[config.mk]
export PLATFORM = sky130hd
export DESIGN_NAME = mempool_boot_ctrl
export DESIGN_NICKNAME = d
export VERILOG_FILES = /design/src/rtl/mempool_boot_ctrl.sv
export SDC_FILE = /design/constraint.sdc
export NUM_CORES = 1
export LEC_CHECK = 0
export CORE_ASPECT_RATIO = 0.5
export CORE_MARGIN = 10
export CORE_UTILIZATION = 46
export CTS_CLUSTER_DIAMETER = 150
export DETAILED_ROUTE_END_ITERATION = 16
export PLACE_DENSITY = 0.77
export SLEW_MARGIN = 40
export SYNTH_ARGS = -nofsm -noshare
export SYNTH_HDL_FRONTEND = slang
export SYNTH_SLANG_ARGS = --single-unit
export TNS_END_PERCENT = 30
[constraint.sdc]
create_clock -name clk_i -period 2.11 [get_ports clk_i]
set_input_delay 0.211 -clock clk_i [delete_from_list [all_inputs] [get_ports clk_i]]
set_output_delay 0.211 -clock clk_i [all_outputs]
set_load 0.01 [all_outputs]
[src/rtl/mempool_boot_ctrl.sv]
// mempool_boot_ctrl
// -----------------
// Boot sequencer for a MemPool cluster. On a start request it latches the
// boot address, then raises the per-core fetch enables one core at a time
// (StaggerCycles apart). It then watches the cores' busy flags until every
// core has been idle for IdleCycles consecutive cycles. At that point it
// reports completion and keeps the result until start_i is released.
//
// Optional feature, selected at compile time by the macro
// MEMPOOL_BOOT_TIMEOUT_EN:
//   When the macro is defined, a run that reaches TimeoutCycles counted
//   cycles before completing is aborted into a TIMEOUT state, with
//   timeout_o=1 and done_o=1. When the macro is not defined, there is no
//   TIMEOUT state and timeout_o is tied to 0.
//
// Ports:
//   clk_i            rising-edge clock
//   rst_ni           asynchronous active-low reset
//   start_i          level request to boot; only honoured in IDLE
//   boot_addr_cfg_i  boot address, captured when the start is accepted
//   boot_addr_o      registered boot address to the cluster
//   fetch_enable_o   per-core fetch enable to the cluster
//   core_busy_i      per-core busy flags from the cluster (used only in RUN)
//   done_o           run finished (completion or timeout)
//   cycle_count_o    cycles spent in ENABLE plus RUN, saturating
//   timeout_o        run aborted by timeout
//
// Every output is driven straight from a flop.

module mempool_boot_ctrl #(
  parameter int unsigned NumCores      = 4,
  parameter int unsigned StaggerCycles = 2,
  parameter int unsigned IdleCycles    = 8,
  parameter int unsigned TimeoutCycles = 100000
) (
  input  logic                clk_i,
  input  logic                rst_ni,
  input  logic                start_i,
  input  logic [31:0]         boot_addr_cfg_i,
  output logic [31:0]         boot_addr_o,
  output logic [NumCores-1:0] fetch_enable_o,
  input  logic [NumCores-1:0] core_busy_i,
  output logic                done_o,
  output logic [31:0]         cycle_count_o,
  output logic                timeout_o
);

  // Reject out-of-range parameters at elaboration time rather than
  // silently building a broken sequencer.
  if (NumCores < 1 || NumCores > 256) begin : g_bad_num_cores
    $error("mempool_boot_ctrl: NumCores must be in 1..256");
  end
  if (StaggerCycles < 1 || StaggerCycles > 255) begin : g_bad_stagger
    $error("mempool_boot_ctrl: StaggerCycles must be in 1..255");
  end
  if (IdleCycles < 1 || IdleCycles > 65535) begin : g_bad_idle
    $error("mempool_boot_ctrl: IdleCycles must be in 1..65535");
  end
  if (TimeoutCycles < 1) begin : g_bad_timeout
    $error("mempool_boot_ctrl: TimeoutCycles must be at least 1");
  end

  localparam logic [7:0]  StaggerLast = 8'(StaggerCycles - 1);
  localparam logic [15:0] IdleTarget  = 16'(IdleCycles);
  localparam logic [NumCores-1:0] FirstCore = NumCores'(1);

`ifdef MEMPOOL_BOOT_TIMEOUT_EN
  localparam logic [31:0] TimeoutLimit = 32'(TimeoutCycles);
`endif

  typedef enum logic [2:0] {
    IDLE,
    ENABLE,
    RUN,
    DONE
`ifdef MEMPOOL_BOOT_TIMEOUT_EN
    , TIMEOUT
`endif
  } state_e;

  state_e              state_q, state_d;
  logic [31:0]         boot_addr_d;
  logic [NumCores-1:0] fetch_enable_d;
  logic                done_d;
  logic [31:0]         cycle_count_d;
  logic [15:0]         idle_cnt_q, idle_cnt_d;
  logic [7:0]          stagger_cnt_q, stagger_cnt_d;

  logic [31:0]         cycle_count_inc;
  logic [15:0]         idle_cnt_inc;
  logic                all_idle;

`ifdef MEMPOOL_BOOT_TIMEOUT_EN
  logic timeout_d;
`endif

  // Helper values. The run counter saturates instead of wrapping, so a
  // very long run never looks shorter than it really was.
  assign cycle_count_inc = (cycle_count_o == 32'hFFFF_FFFF) ? cycle_count_o
                                                            : cycle_count_o + 32'd1;
  assign idle_cnt_inc    = idle_cnt_q + 16'd1;
  assign all_idle        = ~|core_busy_i;

  // Next-state and next-output logic. Each register defaults to holding
  // its value, and each state overrides only what it changes. The outputs
  // themselves are the registers, so no input reaches an output
  // combinationally.
  always_comb begin
    state_d        = state_q;
    boot_addr_d    = boot_addr_o;
    fetch_enable_d = fetch_enable_o;
    done_d         = done_o;
    cycle_count_d  = cycle_count_o;
    idle_cnt_d     = idle_cnt_q;
    stagger_cnt_d  = stagger_cnt_q;
`ifdef MEMPOOL_BOOT_TIMEOUT_EN
    timeout_d      = timeout_o;
`endif

    case (state_q)
      IDLE: begin
        if (start_i) begin
          state_d        = ENABLE;
          boot_addr_d    = boot_addr_cfg_i;
          cycle_count_d  = 32'd0;
          idle_cnt_d     = 16'd0;
          stagger_cnt_d  = 8'd0;
          // Core 0 is already enabled in the first ENABLE cycle.
          fetch_enable_d = FirstCore;
          done_d         = 1'b0;
        end
      end

      ENABLE: begin
        cycle_count_d = cycle_count_inc;
        // Leave ENABLE one cycle after the last core has been switched on.
        if (fetch_enable_o[NumCores-1]) begin
          state_d = RUN;
        end else if (stagger_cnt_q == StaggerLast) begin
          stagger_cnt_d  = 8'd0;
          fetch_enable_d = (fetch_enable_o << 1) | FirstCore;
        end else begin
          stagger_cnt_d = stagger_cnt_q + 8'd1;
        end
      end

      RUN: begin
        cycle_count_d = cycle_count_inc;
        if (all_idle) begin
          idle_cnt_d = idle_cnt_inc;
          if (idle_cnt_inc == IdleTarget) begin
            state_d        = DONE;
            fetch_enable_d = '0;
            done_d         = 1'b1;
          end
        end else begin
          idle_cnt_d = 16'd0;
        end
`ifdef MEMPOOL_BOOT_TIMEOUT_EN
        // If completion happens in the same cycle, completion wins.
        if (state_d != DONE && cycle_count_inc >= TimeoutLimit) begin
          state_d        = TIMEOUT;
          fetch_enable_d = '0;
          done_d         = 1'b1;
          timeout_d      = 1'b1;
        end
`endif
      end

      DONE: begin
        // Hold the result until the requester drops start_i.
        if (!start_i) begin
          state_d = IDLE;
          done_d  = 1'b0;
        end
      end

`ifdef MEMPOOL_BOOT_TIMEOUT_EN
      TIMEOUT: begin
        if (!start_i) begin
          state_d   = IDLE;
          done_d    = 1'b0;
          timeout_d = 1'b0;
        end
      end
`endif

      default: begin
        state_d        = IDLE;
        fetch_enable_d = '0;
        done_d         = 1'b0;
      end
    endcase
  end

  // State and output registers. The reset is asynchronous, so a reset in
  // the middle of a run drops the fetch enables at once.
  always_ff @(posedge clk_i or negedge rst_ni) begin
    if (!rst_ni) begin
      state_q        <= IDLE;
      boot_addr_o    <= 32'd0;
      fetch_enable_o <= '0;
      done_o         <= 1'b0;
      cycle_count_o  <= 32'd0;
      idle_cnt_q     <= 16'd0;
      stagger_cnt_q  <= 8'd0;
    end else begin
      state_q        <= state_d;
      boot_addr_o    <= boot_addr_d;
      fetch_enable_o <= fetch_enable_d;
      done_o         <= done_d;
      cycle_count_o  <= cycle_count_d;
      idle_cnt_q     <= idle_cnt_d;
      stagger_cnt_q  <= stagger_cnt_d;
    end
  end

`ifdef MEMPOOL_BOOT_TIMEOUT_EN
  // Timeout flag register. It is set on entry to TIMEOUT and cleared on the
  // way back to IDLE.
  always_ff @(posedge clk_i or negedge rst_ni) begin
    if (!rst_ni) begin
      timeout_o <= 1'b0;
    end else begin
      timeout_o <= timeout_d;
    end
  end
`else
  assign timeout_o = 1'b0;
`endif

endmodule

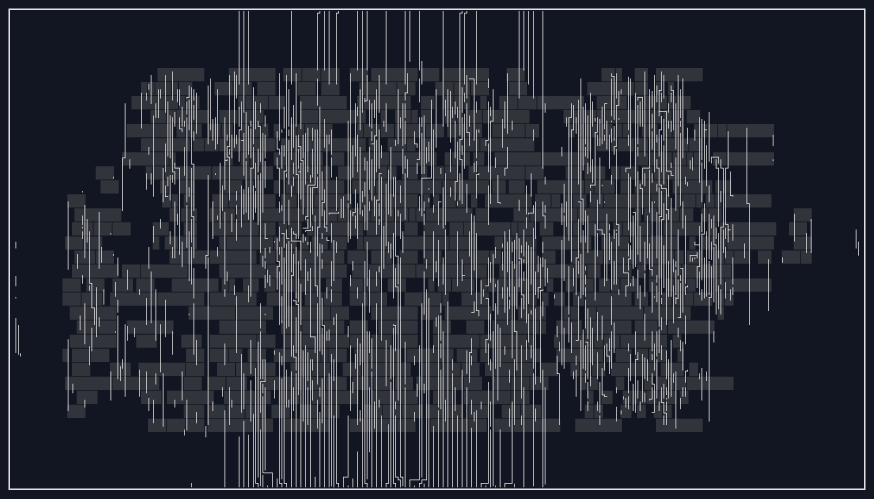
Run 1: M2 wires
Cells faint in the background.
- longest straight run: 43.7 um
- nets with wire on the layer: 612
- main direction: vertical
- wire length on this layer: 7140 um
GR Layer Usage met2: 0.311
routed vias: 4297

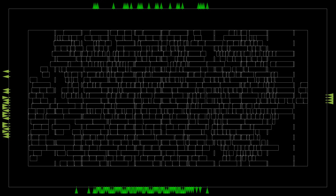
Run 1: cell placement
core area: 10300 sq um
Non-Filler Instances: 790
post-layout util: 0.683
num sequential: 95

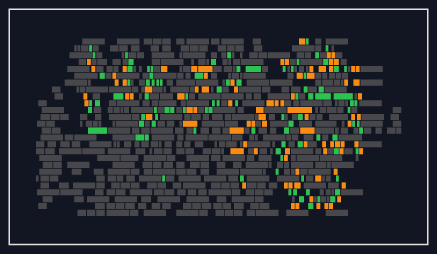
Run 1: gate families picked out
- inverting AOI/OAI gates: orange (cells 87; most used o21ai_0)
- NAND gates: green (cells 93; most used nand2_1)
Commonest Layout Cell: clkdlybuf4s50_1
Comb/total area: 0.358

==> job_summary.md, run 1 <==
### Yosys + OpenROAD results

| Metric | Value |
|---|---|
| Total Wirelength | 13400 um |
| Synth Area in Compound Gates | 0.119 |
| Leakage power | between 3 and 4 nW |
| Yosys stat area | between 4000 and 5000 sq um |
| Mi-comb count | around 350 |
| Layout net count | 693 |
| Final Hold Fails | 0 |
| Syn avg cell area | 10.1 sq um |
| Clk cell area share | 0.0415 |
| Number of core rows | 26 |
| Failing checks | negative setup slack |
| FP Core Util | 0.474 |
| Warnings, synthesis | 0 |
| Max Clock Freq | ~450 MHz |
| GP Congestion | between 0.8 and 0.9 |
| Count of pins over their slew limit | 0 |
| Yosys simple share | 0.219 |
| Tcrit/Tclk final | 1.05 |
| Crit path kind | flop to flop |
| CTS clk-pin slew, worst paths | 0.07 ns |
| Crit path required time | roughly 2.4 ns |
| RSZ-0062 raised after global routing | true |
| Post-CTS setup buffers | 1 |
| Flip-flops with a built-in enable | 0 |
| DR top layer | met4 |
| Power Dens Cells | a little over 1000 nW/um^2 |
| Seq/Total Area, Yosys | 0.488 |
| Worst vdd ir | 0.609 mV |
| Layout cells sized above 1 | 0.249 |
| Largest type area fraction | 0.488 |
| Non-clk invs | 11 |
| Drt wl/cell | around 17 um |
| Tap cells | around 140 |
| Area growth, synth to finish | 44.1% |
| Maxcap violations | 0 |
| Most frequent cells in the layout | clkdlybuf4s50_1 (106), dfrtp_1 (93), buf_4 (63), nor2_1 (48), o21ai_0 (42) |
| Crit end category | flop |
| First-pass GRT wire length | roughly 22000 um |
| Die W | approximately 170 um |
| Synth cell types | around 58 |
| Most Used Layer, Global Route | met2 |
| Setup slack after layout | -0.115 ns |
| Total CTS buffers | 9 |
| Critical R2R Launch | idle_cnt_q[1]$_DFFE_PN0P_ |
| Final Skew | 0.00551 ns |
| Drt pass-1 iters | 4 |
| WP depth | 8 |
| Wire length on met3 | roughly 580 um |
| Die Y | approximately 90 um |
| Adder Share, Synth | 0.0231 |
| Synth Instances | about 480 |
| Setup WS pre-CTS | -0.0575 ns |
| Clock Buffer Count | 9 |
| Post-CTS Resized | 5 |
| Clock sink count | about 95 |
| Iteration-0 DRC Markers | 330 |
| Startpoint Class | flop |
| Met1 Use GR | 0.199 |
| WL met1 | between 5000 and 6000 um |
| Largest area contributor in the netlist | dfrtp_1 |
| Hold Slack | 0.358 ns |
| Non-clock buffers, area share | 0.230 |
| GR Overflow Total | 0 |
| Worst setup path start | idle_cnt_q[1]$_DFFE_PN0P_ |
| MI comb area | about 2500 sq um |
| Xor/xnor cell area share of the yosys netlist | 0.0360 |
| Flops out of synthesis | about 95 |
| CP delay by family, top | simple AND/OR/NAND/NOR gates |
| Seq group | approximately 2.4 mW |
| Buf/Inv on CP | 0 |
| Cell count after placement | roughly 770 |
| TritonCTS clock tree | built |
| Tool warnings | 34 |
| Post-layout minimum cycle time | between 2 and 2.5 ns |
| Most instantiated cells after synthesis | dfrtp_1 (95), nor2_1 (50), o21ai_0 (44) |
| Critical path fanouts, max | 4 |
| Largest power group | combinational logic |
| Status | complete, but fails checks |
| Final setup vio count | 8 |
Run 1, routed clock nets over the placement:
Bar = 50 um.
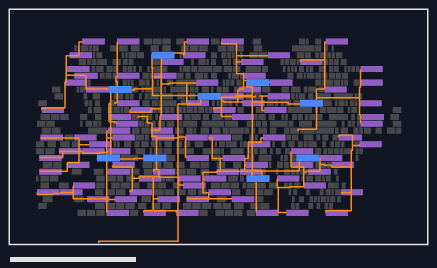

--- run 2 (diff from run 1) ---
Settings changed: CORE_UTILIZATION 46 to 55, DONT_BUFFER_PORTS set to 1, PLACE_DENSITY 0.77 to 0.73, TNS_END_PERCENT 30 to not set.
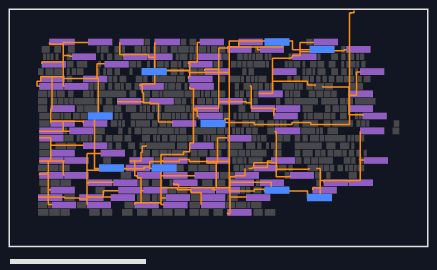
Run 2: routed clock nets over the placement
Bar = 50 um.
- cells driving clock nets: blue (count 9)
- clock wires: orange (length 1290 um)
- flip-flops: purple (count 95)
- flops lie: all over the die
clk_lat worst skew: 0.35 ns
Power Clock: 1.85 mW
clock network power share: 0.271

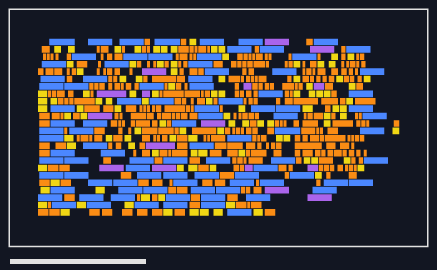
Run 2: cells coloured by class
Bar = 50 um.
- all other logic: orange (cells 366; share of their area 42%)
- other buffers and delay cells: yellow (cells 107; share of their area 14%)
- flops: blue (cells 95; share of their area 38%)
- clock drivers and dummy loads: purple (cells 16; share of their area 5.4%)
number of core rows: 24
Final Cell Area: 6350 sq um
flop share of the area: 0.375
post-layout util: 0.731
core area: 8680 sq um

==> job_summary.md, run 2 <==
### Yosys + OpenROAD results

| Metric | Value |
|---|---|
| Yosys stat area | approximately 4900 sq um |
| Synth Instances | ~480 |
| Non-clk invs | 11 |
| First-pass GRT wire length | a little over 20000 um |
| Mi-comb count | between 300 and 400 |
| Largest area contributor in the netlist | dfrtp_1 |
| Largest power group | sequential cells |
| Worst vdd ir | 0.725 mV |
| GP Congestion | between 0.8 and 0.9 |
| Flops out of synthesis | roughly 95 |
| CTS clk-pin slew, worst paths | roughly 0.07 ns |
| Seq/Total Area, Yosys | 0.488 |
| Commonest Layout Cell | dfrtp_1 |
| Layout cells sized above 1 | 0.322 |
| Synth Area in Compound Gates | 0.119 |
| Failing checks | negative hold slack, negative setup slack |
| Largest type area fraction | 0.488 |
| Iteration-0 DRC Markers | roughly 230 |
| Buf/Inv on CP | 0 |
| Drt pass-1 iters | 4 |
| Flip-flops with a built-in enable | 0 |
| Seq group | roughly 2.7 mW |
| Post-layout minimum cycle time | about 2.3 ns |
| Setup slack after layout | -0.152 ns |
| GR Layer Usage met2 | 0.327 |
| FP Core Util | 0.561 |
| TritonCTS clock tree | built |
| Final Hold Fails | approximately 95 |
| Final setup vio count | 6 |
| Crit path kind | flop to flop |
| Status | complete, but fails checks |
| GR Overflow Total | 0 |
| Clock Buffer Count | 9 |
| Cell count after placement | about 650 |
| Hold Slack | -0.452 ns |
| Layout net count | 627 |
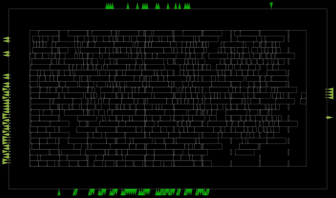
Run 2: cell placement
Non-Filler Instances: 702
tap cells: 117

Power figures rest on the tool's default switching activity, not on a simulated workload.
